**src/rtl/gate_seq_ctrl.sv**
```systemverilog
// Sequencer for one LSTM gate: streams X/Y column weights into the gate RAMs,
// then runs one beginCalc per timestep and hands each gate result downstream.
module gate_seq_ctrl #(
    parameter int unsigned INPUT_SZ  = 16,
    parameter int unsigned HIDDEN_SZ = 16,
    parameter int unsigned QN        = 6,
    parameter int unsigned QM        = 11,
    parameter int unsigned TIMEOUT   = 1024,
    localparam int unsigned BITWIDTH        = QN + QM + 1,
    localparam int unsigned LAYER_BITWIDTH  = BITWIDTH * HIDDEN_SZ,
    localparam int unsigned ADDR_BITWIDTH_X = $clog2(INPUT_SZ),
    localparam int unsigned ADDR_BITWIDTH   = $clog2(HIDDEN_SZ),
    localparam int unsigned STEP_W          = 16
) (
    input  logic                       clock,
    input  logic                       reset,
    input  logic                       cfg_start,
    input  logic [STEP_W-1:0]          num_steps,
    input  logic                       wt_valid,
    input  logic [LAYER_BITWIDTH-1:0]  wt_data,
    output logic                       wt_ready,
    output logic                       writeEn_X,
    output logic                       writeEn_Y,
    output logic [ADDR_BITWIDTH_X-1:0] colAddressWrite_X,
    output logic [ADDR_BITWIDTH-1:0]   colAddressWrite_Y,
    output logic [LAYER_BITWIDTH-1:0]  weightMemInput_X,
    output logic [LAYER_BITWIDTH-1:0]  weightMemInput_Y,
    input  logic                       step_valid,
    output logic                       step_ready,
    output logic                       beginCalc,
    input  logic                       dataReady_gate,
    input  logic [LAYER_BITWIDTH-1:0]  gateOutput,
    output logic                       out_valid,
    output logic [LAYER_BITWIDTH-1:0]  out_data,
    input  logic                       out_ready,
    output logic                       busy,
    output logic                       done,
    output logic                       err
);

    localparam int unsigned CNT_W  = (ADDR_BITWIDTH_X > ADDR_BITWIDTH) ? ADDR_BITWIDTH_X : ADDR_BITWIDTH;
    localparam int unsigned WDOG_W = $clog2(TIMEOUT + 1);

    typedef enum logic [2:0] {
        IDLE, LOAD_X, LOAD_Y, WAIT_STEP, CALC, HOLD_OUT, DONE
    } stateType;

    stateType                   state, stateNext;
    logic [STEP_W-1:0]          numStepsQ, numStepsNext;
    logic [STEP_W-1:0]          stepCnt, stepCntNext;
    logic [CNT_W-1:0]           colCnt, colCntNext;
    logic [WDOG_W-1:0]          wdog, wdogNext;
    logic                       wtReadyNext, writeEnXNext, writeEnYNext;
    logic [ADDR_BITWIDTH_X-1:0] colAddrXNext;
    logic [ADDR_BITWIDTH-1:0]   colAddrYNext;
    logic [LAYER_BITWIDTH-1:0]  memInXNext, memInYNext, outDataNext;
    logic                       stepReadyNext, beginCalcNext, outValidNext;
    logic                       busyNext, doneNext, errNext;

    // Every output is a flop; the comb block computes its value for the next cycle.
    always_ff @(posedge clock or negedge reset) begin
        if (!reset) begin
            state             <= IDLE;
            numStepsQ         <= '0;
            stepCnt           <= '0;
            colCnt            <= '0;
            wdog              <= '0;
            wt_ready          <= 1'b0;
            writeEn_X         <= 1'b0;
            writeEn_Y         <= 1'b0;
            colAddressWrite_X <= '0;
            colAddressWrite_Y <= '0;
            weightMemInput_X  <= '0;
            weightMemInput_Y  <= '0;
            step_ready        <= 1'b0;
            beginCalc         <= 1'b0;
            out_valid         <= 1'b0;
            out_data          <= '0;
            busy              <= 1'b0;
            done              <= 1'b0;
            err               <= 1'b0;
        end else begin
            state             <= stateNext;
            numStepsQ         <= numStepsNext;
            stepCnt           <= stepCntNext;
            colCnt            <= colCntNext;
            wdog              <= wdogNext;
            wt_ready          <= wtReadyNext;
            writeEn_X         <= writeEnXNext;
            writeEn_Y         <= writeEnYNext;
            colAddressWrite_X <= colAddrXNext;
            colAddressWrite_Y <= colAddrYNext;
            weightMemInput_X  <= memInXNext;
            weightMemInput_Y  <= memInYNext;
            step_ready        <= stepReadyNext;
            beginCalc         <= beginCalcNext;
            out_valid         <= outValidNext;
            out_data          <= outDataNext;
            busy              <= busyNext;
            done              <= doneNext;
            err               <= errNext;
        end
    end

    always_comb begin
        stateNext     = state;
        numStepsNext  = numStepsQ;
        stepCntNext   = stepCnt;
        colCntNext    = colCnt;
        wdogNext      = wdog;
        writeEnXNext  = 1'b0;
        writeEnYNext  = 1'b0;
        colAddrXNext  = colAddressWrite_X;
        colAddrYNext  = colAddressWrite_Y;
        memInXNext    = weightMemInput_X;
        memInYNext    = weightMemInput_Y;
        stepReadyNext = 1'b0;
        beginCalcNext = 1'b0;
        outValidNext  = out_valid;
        outDataNext   = out_data;
        errNext       = err;

        case (state)
            IDLE: begin
                if (cfg_start) begin
                    numStepsNext = num_steps;
                    errNext      = 1'b0;
                    stepCntNext  = '0;
                    colCntNext   = '0;
                    wdogNext     = '0;
                    stateNext    = LOAD_X;
                end
            end
            LOAD_X: begin
                if (wt_valid) begin
                    writeEnXNext = 1'b1;
                    colAddrXNext = ADDR_BITWIDTH_X'(colCnt);
                    memInXNext   = wt_data;
                    if (colCnt == CNT_W'(INPUT_SZ - 1)) begin
                        colCntNext = '0;
                        stateNext  = LOAD_Y;
                    end else begin
                        colCntNext = colCnt + 1'b1;
                    end
                end
            end
            LOAD_Y: begin
                if (wt_valid) begin
                    writeEnYNext = 1'b1;
                    colAddrYNext = ADDR_BITWIDTH'(colCnt);
                    memInYNext   = wt_data;
                    if (colCnt == CNT_W'(HIDDEN_SZ - 1)) begin
                        colCntNext = '0;
                        stateNext  = (numStepsQ == '0) ? DONE : WAIT_STEP;
                    end else begin
                        colCntNext = colCnt + 1'b1;
                    end
                end
            end
            WAIT_STEP: begin
                if (step_valid) begin
                    stepReadyNext = 1'b1;
                    beginCalcNext = 1'b1;
                    wdogNext      = '0;
                    stateNext     = CALC;
                end
            end
            CALC: begin
                // A result arriving on the expiry cycle still counts as a capture.
                if (dataReady_gate) begin
                    outDataNext  = gateOutput;
                    outValidNext = 1'b1;
                    stateNext    = HOLD_OUT;
                end else if (wdog == WDOG_W'(TIMEOUT - 1)) begin
                    errNext   = 1'b1;
                    stateNext = DONE;
                end else begin
                    wdogNext = wdog + 1'b1;
                end
            end
            HOLD_OUT: begin
                if (out_ready) begin
                    outValidNext = 1'b0;
                    stepCntNext  = stepCnt + 1'b1;
                    stateNext    = ((stepCnt + STEP_W'(1)) == numStepsQ) ? DONE : WAIT_STEP;
                end
            end
            DONE: begin
                stateNext = IDLE;
            end
            default: begin
                stateNext = IDLE;
            end
        endcase

        // Status flags track the state being entered so they line up with it.
        wtReadyNext = (stateNext == LOAD_X) || (stateNext == LOAD_Y);
        busyNext    = (stateNext != IDLE);
        doneNext    = (stateNext == DONE);
    end

endmodule

```
**config.mk**
```make
export PLATFORM = sky130hd
export DESIGN_NAME = gate_seq_ctrl
export DESIGN_NICKNAME = d
export VERILOG_FILES = /design/src/rtl/gate_seq_ctrl.sv
export SDC_FILE = /design/constraint.sdc
export NUM_CORES = 2
export LEC_CHECK = 0
export ABC_CLOCK_PERIOD_IN_PS = 2500
export CORE_AREA = 2 2 571 573
export DETAILED_ROUTE_END_ITERATION = 10
export DIE_AREA = 0 0 573 575
export GPL_TIMING_DRIVEN = 0
export HOLD_SLACK_MARGIN = 0.08
export MAX_ROUTING_LAYER = met4
export SLEW_MARGIN = 20
export SYNTH_ARGS = -nofsm -noshare
export SYNTH_HDL_FRONTEND = slang
export SYNTH_SLANG_ARGS = --single-unit
export TNS_END_PERCENT = 30
```
**constraint.sdc**
```tcl
create_clock -name clock -period 2.5 [get_ports clock]
set_input_delay 0.5 -clock clock [delete_from_list [all_inputs] [get_ports clock]]
set_output_delay 0.5 -clock clock [all_outputs]
set_load 0.005 [all_outputs]
```
Fig. 1: register map, names as in the netlist
Bar = 200 um. Other sequential cells in the stronger grey, the rest of the logic in the fainter grey.
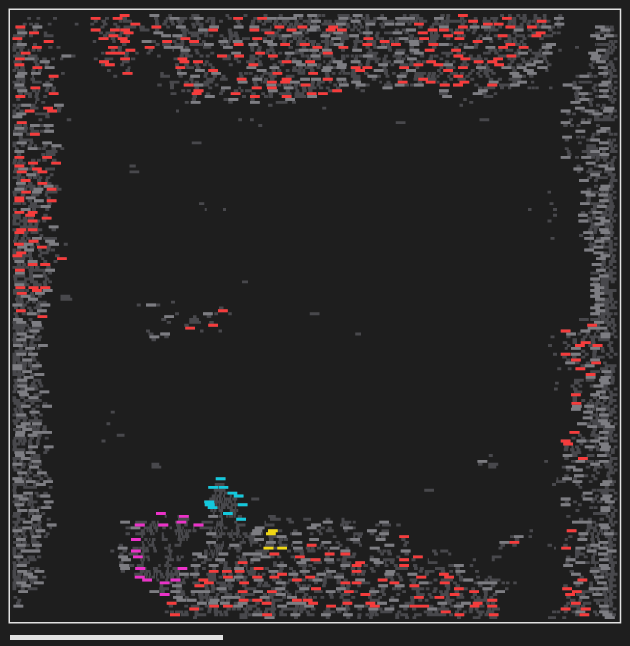
legend:
  red:
    signal: weightMemInput_Y
    flops: 288
    where: all over the die
  cyan:
    signal: wdog
    flops: 11
  yellow:
    signal: colAddressWrite_Y
    flops: 4
    where: bottom middle
  magenta:
    signal: stepCnt
    flops: 16
    where: bottom left

Fig. 2: placement density heat map
29 x 29 tiles, from white (low) to dark blue (high), 0 to 100% covered.
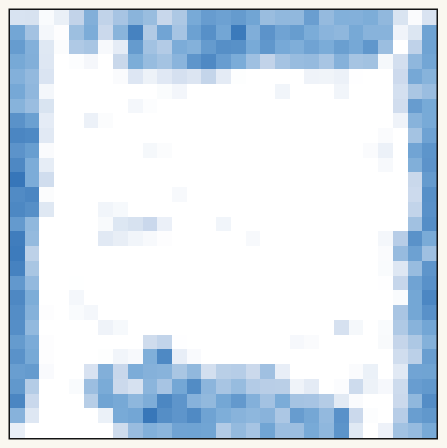
mean over tiles: 17%
nearly empty tiles: 54%
emptiest ninth of the die: middle
fullest tile: 72%

==> out/qor.yml <==
outcome: "finished, violations left"
violations: "hold timing"
edf_count: 0
topCombFamilyByArea: "multiplexers"
final.min_clock_period_ns: 2.42
top_usage_layer: "met2"
path_delay_family: "buffers and inverters"
ant_nets: 0
netSwitchingFraction_pct: 29.4
yosysCellCount: 2207
maxSlewViolCount: 0
dp_hpwl_um: 168000
skew_ns: 0.0327
whs_ns: -0.354
crit_chain: "buf_2 -> nor2b_4 -> nand2_1 -> buf_2 -> nor2_4 -> buf_12 -> buf_4 -> buf_4 -> mux2_2"
met3_usage_pct: 5.50
grt-ovfl-total: 0
antenna_found_initial: 92
syn_area_um2: 35600
lay_top_cells: "1,433 x clkdlybuf4s50_1, 924 x dfrtp_1, 891 x mux2_2"
tns_ns: 0
use_met2_pct: 19.8
numCtsBuffers: 116
simple_gate_area_share_pct: 2.14
final_hold_viol_count: 107
first_pass_iters: 5
post_dp_cell_area_um2: 56100
cp_max_fo: 10
setup_viol: 0
pwr-share-seq_pct: 38.0
crit_path_top_delay_cell: "mux2_2"
grt_pass1_vias: 27980
floorplan.nets: 2809
ys_ff: 930
p_clk_share_pct: 30.2
flop_cell: "dfrtp_1"
dieHeight_um: 575
syn_to_final_growth_pct: 70.0
tool_warnings: 59
crit_arrival_ns: 3.12
leakage_nw: 24.4
grtUsageMet1_pct: 12.6
pg_comb_mw: 18.5
ir_drop_mv: 0.635
lay_top_count: "clkdlybuf4s50_1"
worstMarginPinSlew_ns: 0.838
Fig. 3: placed standard cells
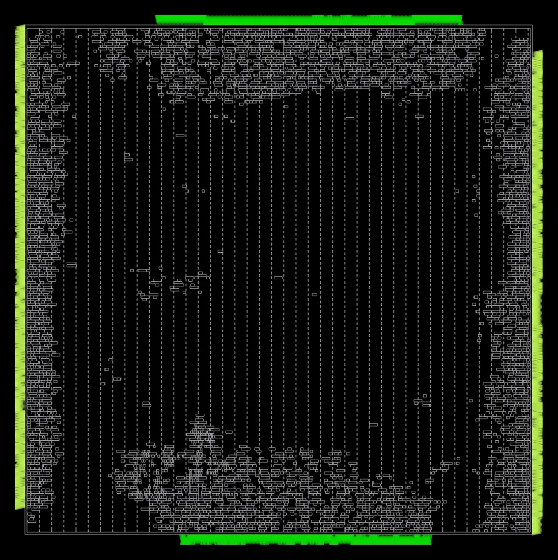
fin util: 18.7%
flop count: 930
Non-Filler Instances: 8,292

cell type report:
cell class | instances | area, um2
diodes | 59 | 148
multi-input cells | 1149 | 11600
clock inverters | 46 | 627
well taps | 4325 | 5410
clock buffers | 164 | 3300
inverters | 9 | 33.8
fillers | 35054 | 263000
flip-flops and latches | 930 | 23300
repair buffers | 1492 | 15100
plain buffers | 118 | 930
cell families after synthesis:
family,after synthesis
XOR/XNOR,23
adder cells (fa/ha/maj),3
buffers and inverters,128
AND/OR/NAND/NOR,141
multiplexers,893
AND-OR/OR-AND,89
flip-flops,930
synthesized netlist by cell type, types with 3 or more instances:
library cell,count
a21o_1,4
a21oi_1,9
a22o_1,3
a31oi_1,8
and3_1,5
buf_2,78
buf_4,24
clkbuf_1,14
dfrtp_1,930
ha_1,3
inv_1,9
mux2_2,891
nand2_1,32
nand2b_1,4
nand3_1,15
nand4_1,13
nor2_1,34
nor2b_1,4
nor3_1,4
nor4_1,9
o21ai_0,39
o22ai_1,5
o31ai_1,6
o41ai_1,4
xnor2_1,10
xor2_1,13
path summary, 6_finish.rpt:
kind	start	cells after the start	endpoint	slack (ns)
worst max-delay path	state[1]$_DFF_PN0_	9	out_data[236]$_DFFE_PN0P_	0.08
worst min-delay path	reset	1	out_data[108]$_DFFE_PN0P_	-0.35
worst max register to register	state[1]$_DFF_PN0_	9	out_data[236]$_DFFE_PN0P_	0.08
worst min register to register	wdog[10]$_DFFE_PN0P_	1	wdog[10]$_DFFE_PN0P_	0.48
max in group asynchronous	reset	4	out_data[33]$_DFFE_PN0P_	0.55
min in group clock	gateOutput[74]	2	out_data[74]$_DFFE_PN0P_	0.26
repair_timing:
action | in CTS | in global routing
gates resized | 124 | 43
hold endpoints to repair | 107 | 107
setup buffers | 2 | 1
endpoints found under the setup margin | 814 | 529
pin swaps | 2 | 1
Power and IR drop assume default switching activity.
